**config.mk**
```make
export PLATFORM = sky130hd
export DESIGN_NAME = instr_ingress_arbiter
export DESIGN_NICKNAME = d
export VERILOG_FILES = /design/src/rtl/ingress_pkg.sv /design/src/rtl/rr_arbiter.sv /design/src/rtl/instr_ingress_arbiter.sv
export SDC_FILE = /design/constraint.sdc
export NUM_CORES = 1
export LEC_CHECK = 0
export ABC_AREA = 1
export ABC_CLOCK_PERIOD_IN_PS = 2100
export CAP_MARGIN = 20
export CORE_AREA = 5 5 142 144
export CTS_CLUSTER_DIAMETER = 60
export CTS_CLUSTER_SIZE = 25
export DETAILED_ROUTE_END_ITERATION = 12
export DIE_AREA = 0 0 147 149
export PLACE_DENSITY = 0.76
export SYNTH_ARGS = -nofsm -noshare
export SYNTH_HDL_FRONTEND = slang
export SYNTH_HIERARCHICAL = 1
export SYNTH_SLANG_ARGS = --single-unit
```
**constraint.sdc**
```tcl
create_clock -name external_clk -period 2.1 [get_ports external_clk]
set_input_delay 0.42 -clock external_clk [delete_from_list [all_inputs] [get_ports external_clk]]
set_output_delay 0.42 -clock external_clk [all_outputs]
set_load 0.01 [all_outputs]
```
**src/rtl/ingress_pkg.sv**
```systemverilog
// Shared types and defaults for the instruction ingress arbiter.
package ingress_pkg;

  typedef enum logic [0:0] {
    StIdle,
    StXfer
  } state_e;

  localparam int unsigned DefDataW    = 64;
  localparam int unsigned DefMaxBurst = 8;

  function automatic int unsigned id_width(input int unsigned n);
    return (n > 1) ? $clog2(n) : 1;
  endfunction

endpackage

```
**src/rtl/rr_arbiter.sv**
```systemverilog
// Combinational rotating-priority picker: first set request at or after ptr_i, wrapping.
module rr_arbiter
  import ingress_pkg::*;
#(
  parameter int unsigned NUM_REQ = 4,
  localparam int unsigned IdW = id_width(NUM_REQ)
) (
  input  logic [NUM_REQ-1:0] req_i,
  input  logic [IdW-1:0]     ptr_i,
  output logic [IdW-1:0]     winner_o,
  output logic               any_o
);

  always_comb begin
    int unsigned   sum;
    logic [IdW-1:0] idx;
    winner_o = '0;
    any_o    = 1'b0;
    sum      = 0;
    idx      = '0;
    for (int unsigned i = 0; i < NUM_REQ; i++) begin
      // Explicit wrap so non-power-of-two NUM_REQ stays in range.
      sum = 32'(ptr_i) + i;
      if (sum >= NUM_REQ) sum = sum - NUM_REQ;
      idx = IdW'(sum);
      if (!any_o && req_i[idx]) begin
        winner_o = idx;
        any_o    = 1'b1;
      end
    end
  end

endmodule

```
**src/rtl/instr_ingress_arbiter.sv**
```systemverilog
// Round-robin, burst-locked arbiter sharing the instruction buffer's single write port.
module instr_ingress_arbiter
  import ingress_pkg::*;
#(
  parameter int unsigned NUM_REQ   = 4,
  parameter int unsigned DATA_W    = DefDataW,
  parameter int unsigned MAX_BURST = DefMaxBurst,
  localparam int unsigned IdW = id_width(NUM_REQ)
) (
  input  logic                      external_clk,
  input  logic                      rst,
  input  logic [NUM_REQ-1:0]        req_valid,
  input  logic [NUM_REQ*DATA_W-1:0] req_data,
  input  logic [NUM_REQ-1:0]        req_last,
  output logic [NUM_REQ-1:0]        req_ready,
  input  logic                      buf_full,
  output logic                      buf_wr_en,
  output logic [DATA_W-1:0]         buf_wr_data,
  output logic [IdW-1:0]            grant_id,
  output logic                      busy,
  output logic [31:0]               beat_count
);

  state_e             state_q, state_d;
  logic [IdW-1:0]     rr_ptr_q, rr_ptr_d;
  logic [IdW-1:0]     grant_q, grant_d;
  logic               busy_q, busy_d;
  logic [7:0]         burst_q, burst_d;
  logic               wr_en_q;
  logic [DATA_W-1:0]  wr_data_q;
  logic [31:0]        beat_cnt_q;

  logic [IdW-1:0]     arb_winner;
  logic               arb_any;
  logic               beat;
  logic               burst_end;
  logic [DATA_W-1:0]  beat_data;

  rr_arbiter #(
    .NUM_REQ(NUM_REQ)
  ) u_rr_arbiter (
    .req_i   (req_valid),
    .ptr_i   (rr_ptr_q),
    .winner_o(arb_winner),
    .any_o   (arb_any)
  );

  always_comb begin
    beat_data = '0;
    for (int unsigned i = 0; i < NUM_REQ; i++) begin
      if (grant_q == IdW'(i)) beat_data = req_data[i*DATA_W +: DATA_W];
    end
  end

  assign beat      = (state_q == StXfer) && req_valid[grant_q] && !buf_full;
  // Last beat and the MAX_BURST-th beat collapse into one release.
  assign burst_end = beat && (req_last[grant_q] || (burst_q == 8'(MAX_BURST - 1)));

  always_comb begin
    state_d   = state_q;
    rr_ptr_d  = rr_ptr_q;
    grant_d   = grant_q;
    busy_d    = busy_q;
    burst_d   = burst_q;
    req_ready = '0;
    unique case (state_q)
      StIdle: begin
        if (arb_any) begin
          grant_d = arb_winner;
          busy_d  = 1'b1;
          burst_d = '0;
          state_d = StXfer;
        end
      end
      StXfer: begin
        req_ready[grant_q] = !buf_full;
        if (beat) burst_d = burst_q + 8'd1;
        if (burst_end) begin
          state_d  = StIdle;
          busy_d   = 1'b0;
          rr_ptr_d = (grant_q == IdW'(NUM_REQ - 1)) ? '0 : grant_q + 1'b1;
        end
      end
      default: state_d = StIdle;
    endcase
  end

  always_ff @(posedge external_clk) begin
    if (rst) begin
      state_q    <= StIdle;
      rr_ptr_q   <= '0;
      grant_q    <= '0;
      busy_q     <= 1'b0;
      burst_q    <= '0;
      wr_en_q    <= 1'b0;
      wr_data_q  <= '0;
      beat_cnt_q <= '0;
    end else begin
      state_q  <= state_d;
      rr_ptr_q <= rr_ptr_d;
      grant_q  <= grant_d;
      busy_q   <= busy_d;
      burst_q  <= burst_d;
      wr_en_q  <= beat;
      if (beat) begin
        wr_data_q  <= beat_data;
        beat_cnt_q <= beat_cnt_q + 32'd1;
      end
    end
  end

  assign buf_wr_en   = wr_en_q;
  assign buf_wr_data = wr_data_q;
  assign grant_id    = grant_q;
  assign busy        = busy_q;
  assign beat_count  = beat_cnt_q;

endmodule

```
==> impl_metrics.tcl, run 1 <==
# implementation run metrics
set metrics [dict create \
    status "completed" \
    relSlewSlack 0.468 \
    final_common_cell "sky130_fd_sc_hd__clkdlybuf4s50_1" \
    area_delta_synth_final_pct 62.7 \
    timing.critical_path.arrival_ns 1.53 \
    num_rows 50 \
    post_synth_inst_count 1139 \
    fillers 1759 \
    worst_ep_required_time_ns 1.68 \
    clk_transition_reported_paths_ns 0.08 \
    hold-path-cell-count 2 \
    first_global_vias 8720 \
    clock_tree.htree_level_count 3 \
    synth.cell_area_um2 6920 \
    dpl_cell_area_um2 11000 \
    layout_top_cells_excl_fill_tap "366 x sky130_fd_sc_hd__clkdlybuf4s50_1, 295 x sky130_fd_sc_hd__nand2_1, 286 x sky130_fd_sc_hd__a21oi_1" \
    total_power_of_the_final_layout_uw 6580 \
    drive_gt1_frac 0.0612 \
    yosys_warnings 6 \
    yosys.area.top_type "sky130_fd_sc_hd__dfxtp_1" \
    gp_congestion 0.958 \
    finalSetupTns_ns 0 \
    timing_worst_slew_pin_value_ns 0.798 \
    die_height_um 149 \
    yosysChipArea_um2 6920 \
    fin_area_um2 11300 \
    final_min_period_over_clock_period 0.931 \
    wl_met1_um 13000 \
    remaining_drcs 0 \
    postSynthNetCount 1412 \
    postSynth.asyncResetShare 0 \
    fin_hold_ws_ns 0.495 \
    detailroute.wirelength.met2_um 15300 \
    worst-path-max-fanout 6 \
    path_class "reg -> out" \
    worst_skew_pair.late_latency_ns 0.36 \
    cts_tree "built" \
    synth.top_cell.area_share 0.321 \
    power_density_nw_per_um2 584 \
    synth.lib_cells_used.distinct 32 \
    finalHoldViolations 0 \
    timing.final.setup_violations 0 \
    detail_route.iter0.violations 661 \
    worst_hold_path_type "reg -> reg" \
    detailed_place_hpwl_um 24900 \
    synth_stat.cells 1139 \
    irDropWorstVdd_mv 0.557 \
    initial_utilization 0.373 \
    first_pass_grt_wire_length_um 50300 \
    floorplan.io_pins 371 \
    worst_setup_path_end_kind "output pin" \
    core-area_um2 18600 \
]
-- run 1: state kept, by name, indices dropped and copies added, names as in the netlist --
name,count
buf_wr_en,1
burst_q,8
state_q,1
busy,1
grant_id,2
beat_count,32
buf_wr_data,64
rr_ptr_q,2
-- run 1: cell families (layout without fill, tap and decap cells) --
family,after synthesis,after routing,share of synthesized area
other cells,0,5,0
fa+ha+maj,6,6,0.0108
flops,111,111,0.321
xor+xnor,10,10,0.0127
simple gates,521,521,0.309
compound gates,367,367,0.266
buf+inv,124,473,0.0801
-- run 1: metrics by stage --
stage / std cells / setup WS [ns]
after floorplan: 1139 / 0.255
after global placement: 1705 / -0.0320
after detailed placement: 1705 / -0.0955
after CTS: 1722 / 0.133
after global routing: 1725 / 0.0326
final: 1727 / 0.146
-- run 1: what timing repair did --
| action | 4_1_cts | 5_1_grt |
|---|---|---|
| hold buffers | 0 | 0 |
| endpoints found under the hold margin | 0 | 0 |
| buffers inserted | 2 | 0 |
| endpoints found under the setup margin | 4 | 0 |
| resized | 9 | 0 |
-- run 1: routing by layer --
metal  vias to the layer above  track usage
met4                        26       0.0923
met1                      4180        0.350
met2                       439        0.478
met3                        91        0.112
li1                       4456            -
met5                         -            0
-- run 1: cells in the mapped netlist (all sizes together), types with 6 or more instances --
library cell  number
inv               52
ha                 6
nand2            310
o21ai             78
a21oi            287
nand3             37
buf               34
nor2             156
nand4              6
nor3               8
clkbuf            38
dfxtp            111
-- run 1: where the power goes --
group / switching, uW / total (uW) / internal [uW]
Clock: 869 / 1690 / 821
Sequential: 85.7 / 2320 / 2230
Combinational: 1340 / 2580 / 1230
Total: 2300 / 6580 / 4290
-- run 1: layout make-up --
class                   instances  area, um^2  area share
multi-input cells             904        4180       0.371
inverters                      52         195      0.0173
flip-flops and latches        111        2230       0.198
clock buffers                   9         225      0.0200
clock inverters                 6        51.3     0.00455
repair buffers                406        4080       0.362
diodes                          5        12.5     0.00111
well taps                     234         293      0.0260
-- run 1: critical path, stage by stage, from the launching register on --
cell and delay (ns):
sky130_fd_sc_hd__dfxtp_2 0.41, sky130_fd_sc_hd__inv_2 0.09, sky130_fd_sc_hd__ha_1 0.18, sky130_fd_sc_hd__inv_1 0.14, sky130_fd_sc_hd__nor2_1 0.07, sky130_fd_sc_hd__dlygate4sd2_1 0.28
-- run 1: path summary, 6_finish.rpt --
check,from,end
min,burst_q[1],burst_q[1]
max,grant_id[1],req_ready[0]
min reg2reg,burst_q[1],burst_q[1]
max reg2reg,grant_id[1],buf_wr_data[53]
Run 1, power grid:
Drawn at 2 px/um. Pins as bars on the die edge. Tap cells in gray.
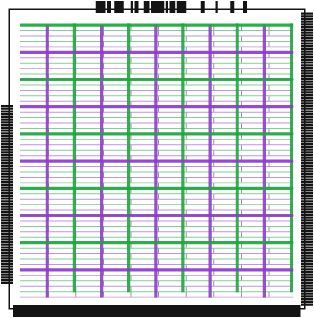
- VSS: purple
- VDD: green
- rows: 50
- met4 straps: 10
- met5 straps: 10
- met1 rails: 51

Run 1, clock routing:
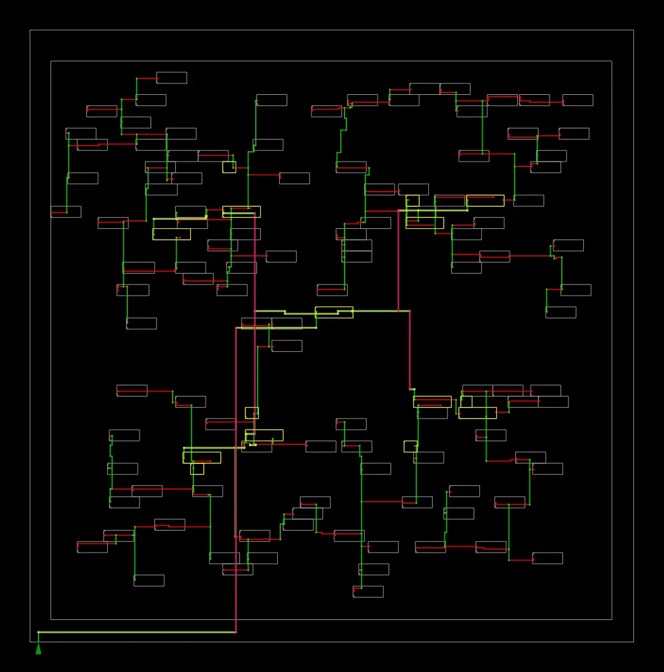
CLK BUF: 9
largest clock skew in the final design: 0.0103 ns
number of sinks on the clock net: 111
number of flip-flops and latches: 111
CTS buffer count: 9

Run 1, the metal 2 layer:
Drawn at 2 px/um.
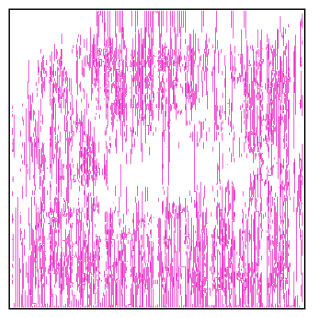
- longest straight run: 59.5 um
- share of all routed wire: 46%
GR Util met2: 0.478
vias after detailed routing: 9192
Routed WL: 33200 um

Run 1, routed metal, one color a layer:
Drawn at 2 px/um.
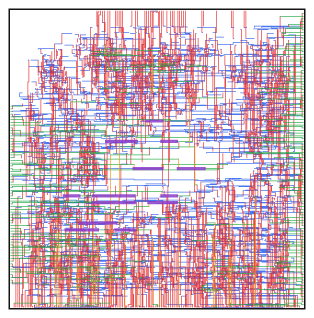

==> run 2: changes to the inputs <==
Settings changed: CORE_AREA 5 5 142 144 to not set, CORE_MARGIN set to 8, CORE_UTILIZATION set to 40, CTS_CLUSTER_DIAMETER 60 to 100, DIE_AREA 0 0 147 149 to not set, PLACE_DENSITY 0.76 to 0.81.
Run 2, routed metal, one color a layer:
Drawn at 2 px/um.
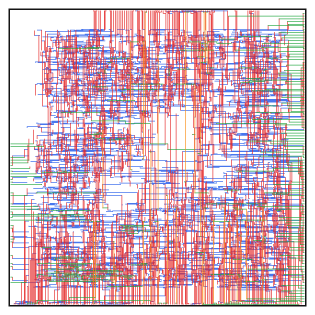
- met2: red (wire length 16800 um)
- met3: green (wire length 2530 um)
- met4: orange (wire length 1330 um)
- met1: blue (wire length 13500 um)

==> run 2 against run 1 <==
Against the previous run:
- hold slack worse by 0.024 ns
- cell area is 0.19% higher
- setup slack worse by 0.012 ns
- critical path type unchanged
- critical endpoint unchanged
- largest power group unchanged
==> impl_metrics.tcl, run 2 <==
# implementation run metrics
set metrics [dict create \
    initial_utilization 0.404 \
    timing.final.setup_violations 0 \
    worst-path-max-fanout 5 \
    post-route-worst-setup-slack_ns 0.134 \
    status "completed" \
    clkPwrFrac 0.257 \
    postSynthNetCount 1412 \
    top_cells_by_area "sky130_fd_sc_hd__dfxtp_1 32%, sky130_fd_sc_hd__a21oi_1 21%, sky130_fd_sc_hd__nand2_1 16%" \
    timing.critical_path.arrival_ns 1.55 \
    finalCriticalPeriod_ns 1.97 \
    numPlacedInstances 1694 \
    synth.lib_cells_used.distinct 32 \
    post_synth_inst_count 1139 \
    drt_pre_antenna_iters 5 \
    yosys_warnings 6 \
    groute.usage.overall 0.301 \
    p_sw_uw 2300 \
    detail_route.iter0.violations 730 \
    first_pass_grt_wire_length_um 51500 \
    worst_hold_path_type "reg -> reg" \
    pre_cts_ws_ns -0.154 \
    timing.fmax_mhz 509 \
    edf_count 0 \
    postSynthRegisterBits 111 \
    synth.top_cells.by_count "295 x sky130_fd_sc_hd__nand2_1, 286 x sky130_fd_sc_hd__a21oi_1, 152 x sky130_fd_sc_hd__nor2_1" \
    post_cts_hold_buffer_count 0 \
    num_rows 48 \
    synth.cell_area_um2 6920 \
    timing_worst_slew_pin_value_ns 0.806 \
    relSlewSlack 0.462 \
    synth.top_cell.area_share 0.321 \
    worst_skew_pair.late_latency_ns 0.36 \
    yosys.stat.seqShare 0.321 \
    clk_path_buf_depth 2 \
    floorplan.io_pins 371 \
    route.vias.total 9158 \
    finalHoldViolations 0 \
    drv_slew 0 \
    yosys.area.top_type "sky130_fd_sc_hd__dfxtp_1" \
    maximum_number_of_pins_on_one_net_before_global_route_repair 66 \
    first_global_vias 8633 \
    cts_tree "built" \
    startpoint_type "flip-flop" \
    worst_ep_required_time_ns 1.68 \
    drive_gt1_frac 0.0599 \
    finClkSkew_ns 0.0120 \
    warnings 29 \
    combinational_cell_fraction_of_total_power 0.394 \
    detail-route-antenna-nets 0 \
    top_cell "sky130_fd_sc_hd__nand2_1" \
    postSynth.asyncResetShare 0 \
    total_power_of_the_final_layout_uw 6630 \
    buffer_ports.inserted 370 \
    remaining_drcs 0 \
    totalWireLength_um 34100 \
    clock_tree.htree_level_count 3 \
    seq_power_share 0.349 \
    detailed_place_hpwl_um 25800 \
    die-area_um2 21800 \
    switching_share 0.347 \
    path_class "reg -> out" \
    largest_reg_flops 64 \
    worst_setup_path_end_kind "output pin" \
    cts_inserted_buffers 9 \
    gp_congestion 0.955 \
    final_common_cell "sky130_fd_sc_hd__clkdlybuf4s50_1" \
    utilization 0.659 \
    final-instance-count-excl-fill 1719 \
    power_density_nw_per_um2 588 \
    layout_top_cells_excl_fill_tap "366 x sky130_fd_sc_hd__clkdlybuf4s50_1, 295 x sky130_fd_sc_hd__nand2_1, 285 x sky130_fd_sc_hd__a21oi_1" \
    numClockSinks 111 \
    final_min_period_over_clock_period 0.936 \
    clk_transition_reported_paths_ns 0.07 \
    routed_via_density 5.33 \
    synth_stat.cells 1139 \
    power.internal_uw 4330 \
    wl_per_cell_um 19.9 \
    area_delta_synth_final_pct 63.1 \
    yosysChipArea_um2 6920 \
    grt_overflow_total 0 \
    irDropWorstVdd_mv 0.505 \
    clock_root_buffer "sky130_fd_sc_hd__clkbuf_16" \
]
Run 2, power grid:
Drawn at 2 px/um. Pins as bars on the die edge. Tap cells in gray.
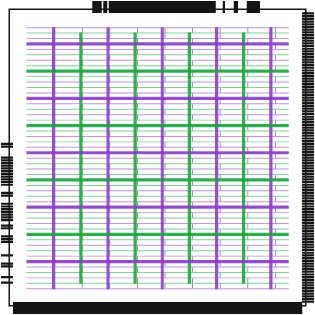
DIE HEIGHT: 148 um
die width: 148 um
area of the core region: 17100 um^2

==> run 2: cell type report <==
class                           count  area, um^2
Multi-Input combinational cell    904        4170
Antenna cell                        7        17.5
Inverter                           52         195
Clock inverter                      5        42.5
Sequential cell                   111        2220
Fill cell                        1560        5830
Timing Repair Buffer              404        4110
Clock buffer                       11         243
Tap cell                          225         282
==> run 2: metrics by stage <==
stage / TNS (ns) / hold slack, ns / area, um^2
3_3_place_gp: -0.597 / 0.463 / 11000
2_1_floorplan: 0 / 0.459 / 6920
6_report: 0 / 0.471 / 11300
4_1_cts: 0 / 0.475 / 11200
5_1_grt: 0 / 0.514 / 11300
3_5_place_dp: -0.619 / 0.460 / 11000
==> run 2: worst paths after layout <==
kind	start	endpoint	slack [ns]	cells past startpoint
worst max-delay path	grant_id[1]	req_ready[0]	0.13	5
worst min-delay path	busy	busy	0.47	2
worst max register to register	grant_id[1]	buf_wr_data[38]	0.23	9
worst min register to register	busy	busy	0.47	2
==> run 2: per-layer routing <==
layer  up-vias  wire (um)  track usage
met3        64       2530       0.0578
met2       392      16800        0.502
met4         0       1330        0.149
li1       4460          -            -
met1      4242      13500        0.364
met5         -          0            0
==> run 2: critical path, stage by stage, from the launching register on <==
cell and delay [ns]:
sky130_fd_sc_hd__dfxtp_1 0.41, sky130_fd_sc_hd__inv_2 0.10, sky130_fd_sc_hd__ha_1 0.18, sky130_fd_sc_hd__inv_1 0.14
sky130_fd_sc_hd__nor2_1 0.08, sky130_fd_sc_hd__dlygate4sd2_1 0.29
==> run 2: kinds of logic (layout without fill, tap and decap cells) <==
family,Yosys count,after routing,synth area share
buffers and inverters,124,472,0.0801
flip-flops,111,111,0.321
adder cells (fa/ha/maj),6,6,0.0108
AND/OR/NAND/NOR,521,521,0.309
AND-OR/OR-AND,367,367,0.266
other,0,7,0
XOR/XNOR,10,10,0.0127
==> run 2: timing repair <==
action	in CTS	in global routing
endpoints found under the setup margin	4	3
gates resized	7	1
setup buffers	1	0
gates cloned	0	1
==> run 2: power by group through the flow <==
stage | clock [uW] | combinational [uW] | sequential, uW
final | 1710 | 2610 | 2310
after global routing | 1820 | 2860 | 2330
after CTS | 1730 | 2560 | 2310
after detailed placement | 0 | 2540 | 2360
after global placement | 0 | 2520 | 2350
after floorplan | 0 | 1220 | 2410
No activity file was given, so power comes from the tool's default toggle rates.
